<file path="src/rtl/cook_timer_pkg.sv">
// Shared definitions for the cook timer: state encodings, BCD digit limits
// and the alarm-duration bounds.
package cook_timer_pkg;

  typedef enum logic [1:0] {
    ST_IDLE  = 2'b00,
    ST_RUN   = 2'b01,
    ST_PAUSE = 2'b10,
    ST_ALARM = 2'b11
  } state_t;

  // Largest legal value of a tens digit (minutes or seconds) and of a ones digit.
  localparam logic [3:0] SEC10_MAX = 4'd5;
  localparam logic [3:0] DIG_MAX   = 4'd9;

  // Alarm duration in 1 s strobes; the alarm counter is 4 bits wide.
  localparam int ALARM_SEC_DEF = 5;
  localparam int ALARM_SEC_MIN = 1;
  localparam int ALARM_SEC_MAX = 15;

endpackage

</file>
<file path="src/rtl/cook_timer_ctrl_if.sv">
// Bus between the button/strobe front end and the display/buzzer side.
// Signalling: every input here is a one-cycle pulse with no ready/ack; the
// controller samples it on the next clk edge and its effect shows on the
// registered outputs one cycle later. Outputs are level signals except done,
// which is a one-cycle pulse.
interface cook_timer_ctrl_if;
  logic       clk_sec;
  logic       btn_start;
  logic       btn_min;
  logic       btn_sec;
  logic       btn_clear;
  logic [3:0] min10;
  logic [3:0] min1;
  logic [3:0] sec10;
  logic [3:0] sec1;
  logic [1:0] state;
  logic       alarm;
  logic       done;

  // Front end / testbench side.
  modport master (
    output clk_sec, btn_start, btn_min, btn_sec, btn_clear,
    input  min10, min1, sec10, sec1, state, alarm, done
  );

  // Controller side.
  modport slave (
    input  clk_sec, btn_start, btn_min, btn_sec, btn_clear,
    output min10, min1, sec10, sec1, state, alarm, done
  );
endinterface

</file>
<file path="src/rtl/cook_timer_ctrl_bcd_mmss_down.sv">
// Four-digit BCD MM:SS register with clear, parallel load, one-second
// decrement and independent minute/second increments that wrap 59->00.
// At most one control is expected per cycle; if several arrive the order
// is clear > load > dec > inc_min > inc_sec.
module bcd_mmss_down
  import cook_timer_pkg::*;
(
  input  logic        clk,
  input  logic        reset_p,
  input  logic        clear,
  input  logic        load,
  input  logic [15:0] load_val,
  input  logic        dec,
  input  logic        inc_min,
  input  logic        inc_sec,
  output logic [3:0]  min10,
  output logic [3:0]  min1,
  output logic [3:0]  sec10,
  output logic [3:0]  sec1,
  output logic        zero,
  output logic        one
);

  logic [3:0] min10_q, min1_q, sec10_q, sec1_q;

  // Digit registers: apply the single highest-priority control each cycle.
  always_ff @(posedge clk) begin
    if (reset_p || clear) begin
      min10_q <= 4'd0;
      min1_q  <= 4'd0;
      sec10_q <= 4'd0;
      sec1_q  <= 4'd0;
    end else if (load) begin
      min10_q <= load_val[15:12];
      min1_q  <= load_val[11:8];
      sec10_q <= load_val[7:4];
      sec1_q  <= load_val[3:0];
    end else if (dec) begin
      // Borrow chain; 00:00 holds rather than wrapping.
      if (sec1_q != 4'd0) begin
        sec1_q <= sec1_q - 4'd1;
      end else if (sec10_q != 4'd0) begin
        sec10_q <= sec10_q - 4'd1;
        sec1_q  <= DIG_MAX;
      end else if (min1_q != 4'd0) begin
        min1_q  <= min1_q - 4'd1;
        sec10_q <= SEC10_MAX;
        sec1_q  <= DIG_MAX;
      end else if (min10_q != 4'd0) begin
        min10_q <= min10_q - 4'd1;
        min1_q  <= DIG_MAX;
        sec10_q <= SEC10_MAX;
        sec1_q  <= DIG_MAX;
      end
    end else if (inc_min) begin
      if (min1_q == DIG_MAX) begin
        min1_q  <= 4'd0;
        min10_q <= (min10_q == SEC10_MAX) ? 4'd0 : min10_q + 4'd1;
      end else begin
        min1_q <= min1_q + 4'd1;
      end
    end else if (inc_sec) begin
      // Seconds wrap on their own; no carry into minutes.
      if (sec1_q == DIG_MAX) begin
        sec1_q  <= 4'd0;
        sec10_q <= (sec10_q == SEC10_MAX) ? 4'd0 : sec10_q + 4'd1;
      end else begin
        sec1_q <= sec1_q + 4'd1;
      end
    end
  end

  assign min10 = min10_q;
  assign min1  = min1_q;
  assign sec10 = sec10_q;
  assign sec1  = sec1_q;
  assign zero  = ({min10_q, min1_q, sec10_q, sec1_q} == 16'h0000);
  assign one   = ({min10_q, min1_q, sec10_q, sec1_q} == 16'h0001);

endmodule

</file>
<file path="src/rtl/cook_timer_ctrl.sv">
// Countdown timer controller: set / run / pause / alarm sequencing around a
// BCD MM:SS down counter, with preset capture on start and an alarm that
// times out after ALARM_SEC one-second strobes.
module cook_timer_ctrl
  import cook_timer_pkg::*;
#(
  parameter int ALARM_SEC = ALARM_SEC_DEF
) (
  input  logic                clk,
  input  logic                reset_p,
  cook_timer_ctrl_if.slave    bus
);

  // Out-of-range settings are clamped into what the 4-bit counter can hold.
  localparam int ALARM_N = (ALARM_SEC > ALARM_SEC_MAX) ? ALARM_SEC_MAX :
                           (ALARM_SEC < ALARM_SEC_MIN) ? ALARM_SEC_MIN : ALARM_SEC;
  localparam logic [3:0] ALARM_LAST = 4'(ALARM_N - 1);

  state_t      state_q, state_n;
  logic [15:0] preset_q, preset_n;
  logic [3:0]  alarm_cnt_q, alarm_cnt_n;
  logic        alarm_q, done_q, done_n;

  logic        cnt_clear, cnt_load, cnt_dec, cnt_inc_min, cnt_inc_sec;
  logic        cnt_zero, cnt_one;
  logic [3:0]  min10, min1, sec10, sec1;

  bcd_mmss_down u_cnt (
    .clk      (clk),
    .reset_p  (reset_p),
    .clear    (cnt_clear),
    .load     (cnt_load),
    .load_val (preset_q),
    .dec      (cnt_dec),
    .inc_min  (cnt_inc_min),
    .inc_sec  (cnt_inc_sec),
    .min10    (min10),
    .min1     (min1),
    .sec10    (sec10),
    .sec1     (sec1),
    .zero     (cnt_zero),
    .one      (cnt_one)
  );

  // State, preset, alarm counter and the registered alarm/done outputs.
  always_ff @(posedge clk) begin
    if (reset_p) begin
      state_q     <= ST_IDLE;
      preset_q    <= 16'h0000;
      alarm_cnt_q <= 4'd0;
      alarm_q     <= 1'b0;
      done_q      <= 1'b0;
    end else begin
      state_q     <= state_n;
      preset_q    <= preset_n;
      alarm_cnt_q <= alarm_cnt_n;
      alarm_q     <= (state_n == ST_ALARM);
      done_q      <= done_n;
    end
  end

  // Next state and counter controls; inputs are decoded in the order
  // btn_clear > btn_start > btn_min > btn_sec > clk_sec, one action per cycle.
  always_comb begin
    state_n     = state_q;
    preset_n    = preset_q;
    alarm_cnt_n = alarm_cnt_q;
    done_n      = 1'b0;
    cnt_clear   = 1'b0;
    cnt_load    = 1'b0;
    cnt_dec     = 1'b0;
    cnt_inc_min = 1'b0;
    cnt_inc_sec = 1'b0;

    if (bus.btn_clear) begin
      state_n     = ST_IDLE;
      preset_n    = 16'h0000;
      alarm_cnt_n = 4'd0;
      cnt_clear   = 1'b1;
    end else begin
      unique case (state_q)
        ST_IDLE: begin
          // A start at 00:00 is swallowed, not passed down to lower buttons.
          if (bus.btn_start) begin
            if (!cnt_zero) begin
              preset_n = {min10, min1, sec10, sec1};
              state_n  = ST_RUN;
            end
          end else if (bus.btn_min) begin
            cnt_inc_min = 1'b1;
          end else if (bus.btn_sec) begin
            cnt_inc_sec = 1'b1;
          end
        end
        ST_RUN: begin
          // Pausing wins over a coincident strobe, which is simply lost.
          if (bus.btn_start) begin
            state_n = ST_PAUSE;
          end else if (bus.clk_sec) begin
            cnt_dec = 1'b1;
            if (cnt_one || cnt_zero) begin
              state_n     = ST_ALARM;
              done_n      = 1'b1;
              alarm_cnt_n = 4'd0;
            end
          end
        end
        ST_PAUSE: begin
          if (bus.btn_start) begin
            state_n = ST_RUN;
          end
        end
        ST_ALARM: begin
          // Any user button acknowledges the alarm; its own action is dropped.
          if (bus.btn_start || bus.btn_min || bus.btn_sec) begin
            state_n     = ST_IDLE;
            alarm_cnt_n = 4'd0;
            cnt_load    = 1'b1;
          end else if (bus.clk_sec) begin
            if (alarm_cnt_q == ALARM_LAST) begin
              state_n     = ST_IDLE;
              alarm_cnt_n = 4'd0;
              cnt_load    = 1'b1;
            end else begin
              alarm_cnt_n = alarm_cnt_q + 4'd1;
            end
          end
        end
        default: state_n = ST_IDLE;
      endcase
    end
  end

  assign bus.min10 = min10;
  assign bus.min1  = min1;
  assign bus.sec10 = sec10;
  assign bus.sec1  = sec1;
  assign bus.state = state_q;
  assign bus.alarm = alarm_q;
  assign bus.done  = done_q;

endmodule

</file>
<file path="src/flat_wrapper.sv">
// flat-port wrapper written by rule: the top's interface ports become plain ports
module cook_timer_ctrl_flat import cook_timer_pkg::*;
#(
  parameter int ALARM_SEC = ALARM_SEC_DEF
)
  (clk, reset_p, bus_clk_sec, bus_btn_start, bus_btn_min, bus_btn_sec, bus_btn_clear, bus_min10, bus_min1, bus_sec10, bus_sec1, bus_state, bus_alarm, bus_done);
  cook_timer_ctrl_if bus_i ();
  input  logic clk;
  input  logic reset_p;
  input wire logic [$bits(bus_i.clk_sec)-1:0] bus_clk_sec;
  input wire logic [$bits(bus_i.btn_start)-1:0] bus_btn_start;
  input wire logic [$bits(bus_i.btn_min)-1:0] bus_btn_min;
  input wire logic [$bits(bus_i.btn_sec)-1:0] bus_btn_sec;
  input wire logic [$bits(bus_i.btn_clear)-1:0] bus_btn_clear;
  output wire logic [$bits(bus_i.min10)-1:0] bus_min10;
  output wire logic [$bits(bus_i.min1)-1:0] bus_min1;
  output wire logic [$bits(bus_i.sec10)-1:0] bus_sec10;
  output wire logic [$bits(bus_i.sec1)-1:0] bus_sec1;
  output wire logic [$bits(bus_i.state)-1:0] bus_state;
  output wire logic [$bits(bus_i.alarm)-1:0] bus_alarm;
  output wire logic [$bits(bus_i.done)-1:0] bus_done;
  assign bus_i.clk_sec = bus_clk_sec;
  assign bus_i.btn_start = bus_btn_start;
  assign bus_i.btn_min = bus_btn_min;
  assign bus_i.btn_sec = bus_btn_sec;
  assign bus_i.btn_clear = bus_btn_clear;
  assign bus_min10 = bus_i.min10;
  assign bus_min1 = bus_i.min1;
  assign bus_sec10 = bus_i.sec10;
  assign bus_sec1 = bus_i.sec1;
  assign bus_state = bus_i.state;
  assign bus_alarm = bus_i.alarm;
  assign bus_done = bus_i.done;
  cook_timer_ctrl #(.ALARM_SEC(ALARM_SEC)) u_core (.clk(clk), .reset_p(reset_p), .bus(bus_i));
endmodule
</file>
<file path="config.mk">
export PLATFORM = sky130hd
export DESIGN_NAME = cook_timer_ctrl_flat
export DESIGN_NICKNAME = d
export VERILOG_FILES = /design/src/rtl/cook_timer_pkg.sv /design/src/rtl/cook_timer_ctrl_if.sv /design/src/rtl/cook_timer_ctrl_bcd_mmss_down.sv /design/src/rtl/cook_timer_ctrl.sv /design/src/flat_wrapper.sv
export SDC_FILE = /design/constraint.sdc
export NUM_CORES = 1
export LEC_CHECK = 0
export CAP_MARGIN = 10
export CORE_UTILIZATION = 45
export DETAILED_ROUTE_END_ITERATION = 8
export PLACE_DENSITY_LB_ADDON = 0.15
export SLEW_MARGIN = 20
export SYNTH_ARGS = -nofsm -noshare
export SYNTH_HDL_FRONTEND = slang
export SYNTH_HIERARCHICAL = 1
export SYNTH_SLANG_ARGS = --single-unit
</file>
<file path="constraint.sdc">
create_clock -name clk -period 3.6 [get_ports clk]
set_input_delay 0.54 -clock clk [delete_from_list [all_inputs] [get_ports clk]]
set_output_delay 0.54 -clock clk [all_outputs]
set_load 0.02 [all_outputs]
</file>
Fig. 1: clock nets
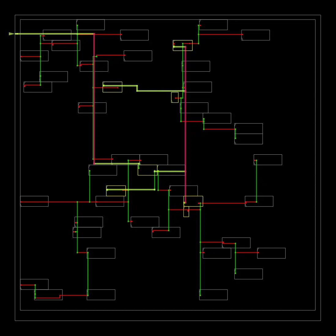
total CTS buffers: 5
registers: 40
Clock net power: 0.287 mW

Fig. 2: clock wires, drivers and flops
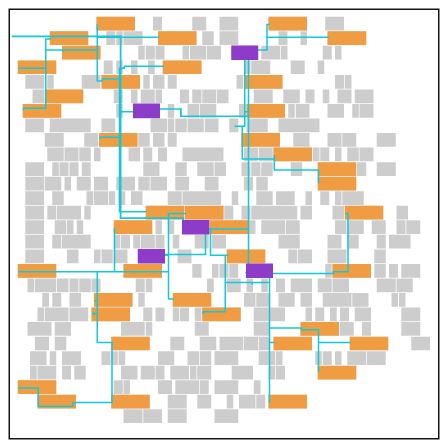
[purple] cells driving clock nets | count: 5
[orange] flip-flops | count: 40
[cyan] clock wires | length: 550 um
flops lie	widely spread
clock network fraction of design power: 36.1%
clk_skew: 0.00945 ns

==> deck_impl_summary.md <==
Implementation Results

Synthesis
  – Post-synthesis net count: between 300 and 400
  – Seq share, synth: between 20% and 30%
  – Top cells, area: dfxtp_1, nand2_1, a21oi_1
  – Most used DFF post-synth: dfxtp_1
  – Synth Instances: 341
  – Cell area after synthesis: 2740 um2
  – # Cells Yosys: 341

Clock tree
  – Post-CTS Setup Repair Bufs: 0
  – Hold Buf Count CTS: 0

Global route
  – Vias in the first global route: 2,234
  – Initial antenna violation count: 0
  – Remaining global-route overflow: 0
  – Met2 Track Usage GR: between 30% and 40%

Power
  – Tot Pwr: 0.797 mW

Layout
  – Most frequent cells in the layout: nand2_1, dfxtp_1, a21oi_1
  – Final Non-Filler Cells: 427
  – Signal buf overhead: a little over a tenth
  – Area-dominant class: logic gates
  – Total Nets Final: ~370

STA
  – Part of the cycle the worst path needs: ~83%

Worst setup path
  – R2r setup slk: 0.62 ns
  – CP max stage cell: or4b_1
  – Crit path launch type: flop
  – R2r worst-path depth: 9

Placement
  – DP Wirelength: roughly 4.3 mm

Routing
  – Residual DRC count: 0
  – Starting DRT DRC Count: between 100 and 150
  – Vias per cell: around 5.7
  – Routed vias: 2,454

Floorplan
  – Chip area: about 6400 um2

Flow run
  – Log Warnings: 31

Outcome
  – Outcome: finished clean

Worst hold path
  – Hold Crit Start: u_core/preset_q[1]
Fig. 3: drive-strength map
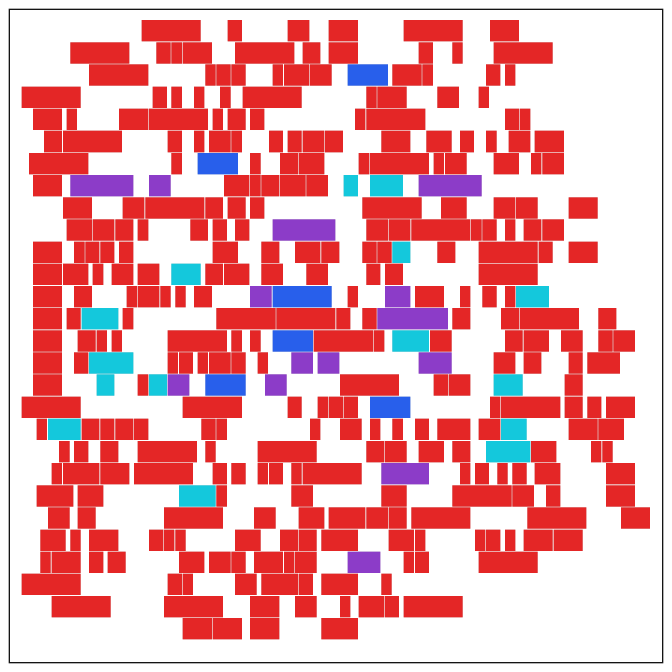
colour	size	cells	share
purple	drive 3 to 4	14	4.0%
cyan	drive 2	15	4.3%
blue	drive 6 and up	6	1.7%
red	drive 1 or less	317	90%
Non-Clock Buffer Count: 33
Worst Setup Slack, final: 0.619 ns
Design Area, Final: 3100 um2
Area growth syn-to-layout: 13.0%

Fig. 4: placement by cell class
Scale bar: 20 um.
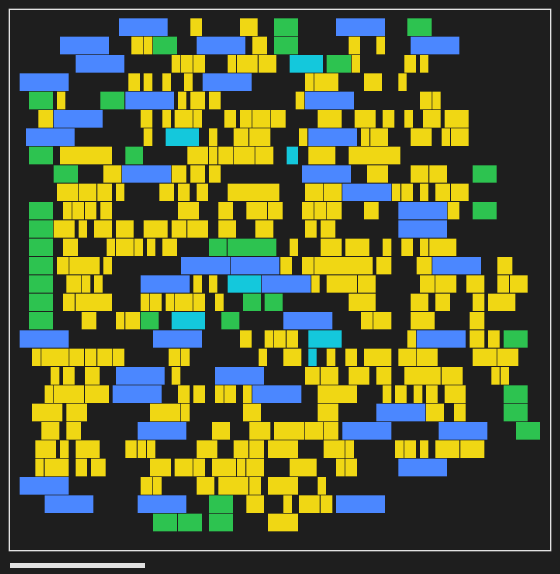
colour	class	cells	share of their area
cyan	clock drivers and dummy loads	7	2.6%
green	other buffers and delay cells	33	11%
yellow	all other logic	272	60%
blue	flip-flops	40	27%
Cell Rows: 28
sequential cell area share: 25.8%
final design utilization: 52.6%
core box area: 5890 um2

==> cells by family after synthesis <==
group	count (synthesis)
simple gates	141
compound gates	99
flops	40
buf+inv	39
mux	8
xor+xnor	7
fa+ha+maj	7
==> where the power goes <==
group          switching [mW]  internal (mW)  leakage (nW)  total, mW
Sequential            0.00437          0.443         0.322      0.448
Clock                   0.155          0.132        0.0410      0.287
Combinational          0.0379         0.0240         0.627     0.0619
==> state kept, by name, indices dropped and copies added (netlist names) <==
signal and count:
u_core/u_cnt/min10 4, u_core/bus.alarm 1, u_core/u_cnt/sec1 4, u_core/bus.done 1
u_core/preset_q 16, u_core/alarm_cnt_q 4, u_core/u_cnt/min1 4, u_core/u_cnt/sec10 4
u_core/bus.state 2
==> per-layer routing <==
layer	vias to the layer above	share of wire [%]
met3	6	3.2
met1	1154	49
li1	1259	-
met5	-	0
met4	0	1.1
met2	35	47
==> cell usage after synthesis, drive strengths merged (5+ instances only) <==
cell     n
nor3     6
mux2i    6
nand3b   7
o211ai   7
nand2   46
clkbuf  16
buf     13
nor4     5
inv     10
dfxtp   40
ha       7
nor3b    6
o31ai    9
o21ai   13
nand3    7
nand2b   9
a21oi   34
a31oi    6
nor2b    6
nor2    18
==> through the flow <==
stage	hold WS, ns	worst slack (ns)	util, %
finish	0.456	0.619	52.6
detailed placement	0.448	0.473	51.3
global placement	0.441	0.549	51.3
global route	0.471	0.428	52.6
floorplan	0.433	0.901	-
CTS	0.457	0.639	52.6
==> critical path, delay by kind of cell, from the launching register on <==
kind / cells / cell delay (ns)
AND-OR/OR-AND: 3 / 0.64
adder cells (fa/ha/maj): 1 / 0.15
buffers and inverters: 1 / 0.14
flip-flops: 1 / 0.40
AND/OR/NAND/NOR: 4 / 1.58
No activity file was given, so power comes from the tool's default toggle rates.
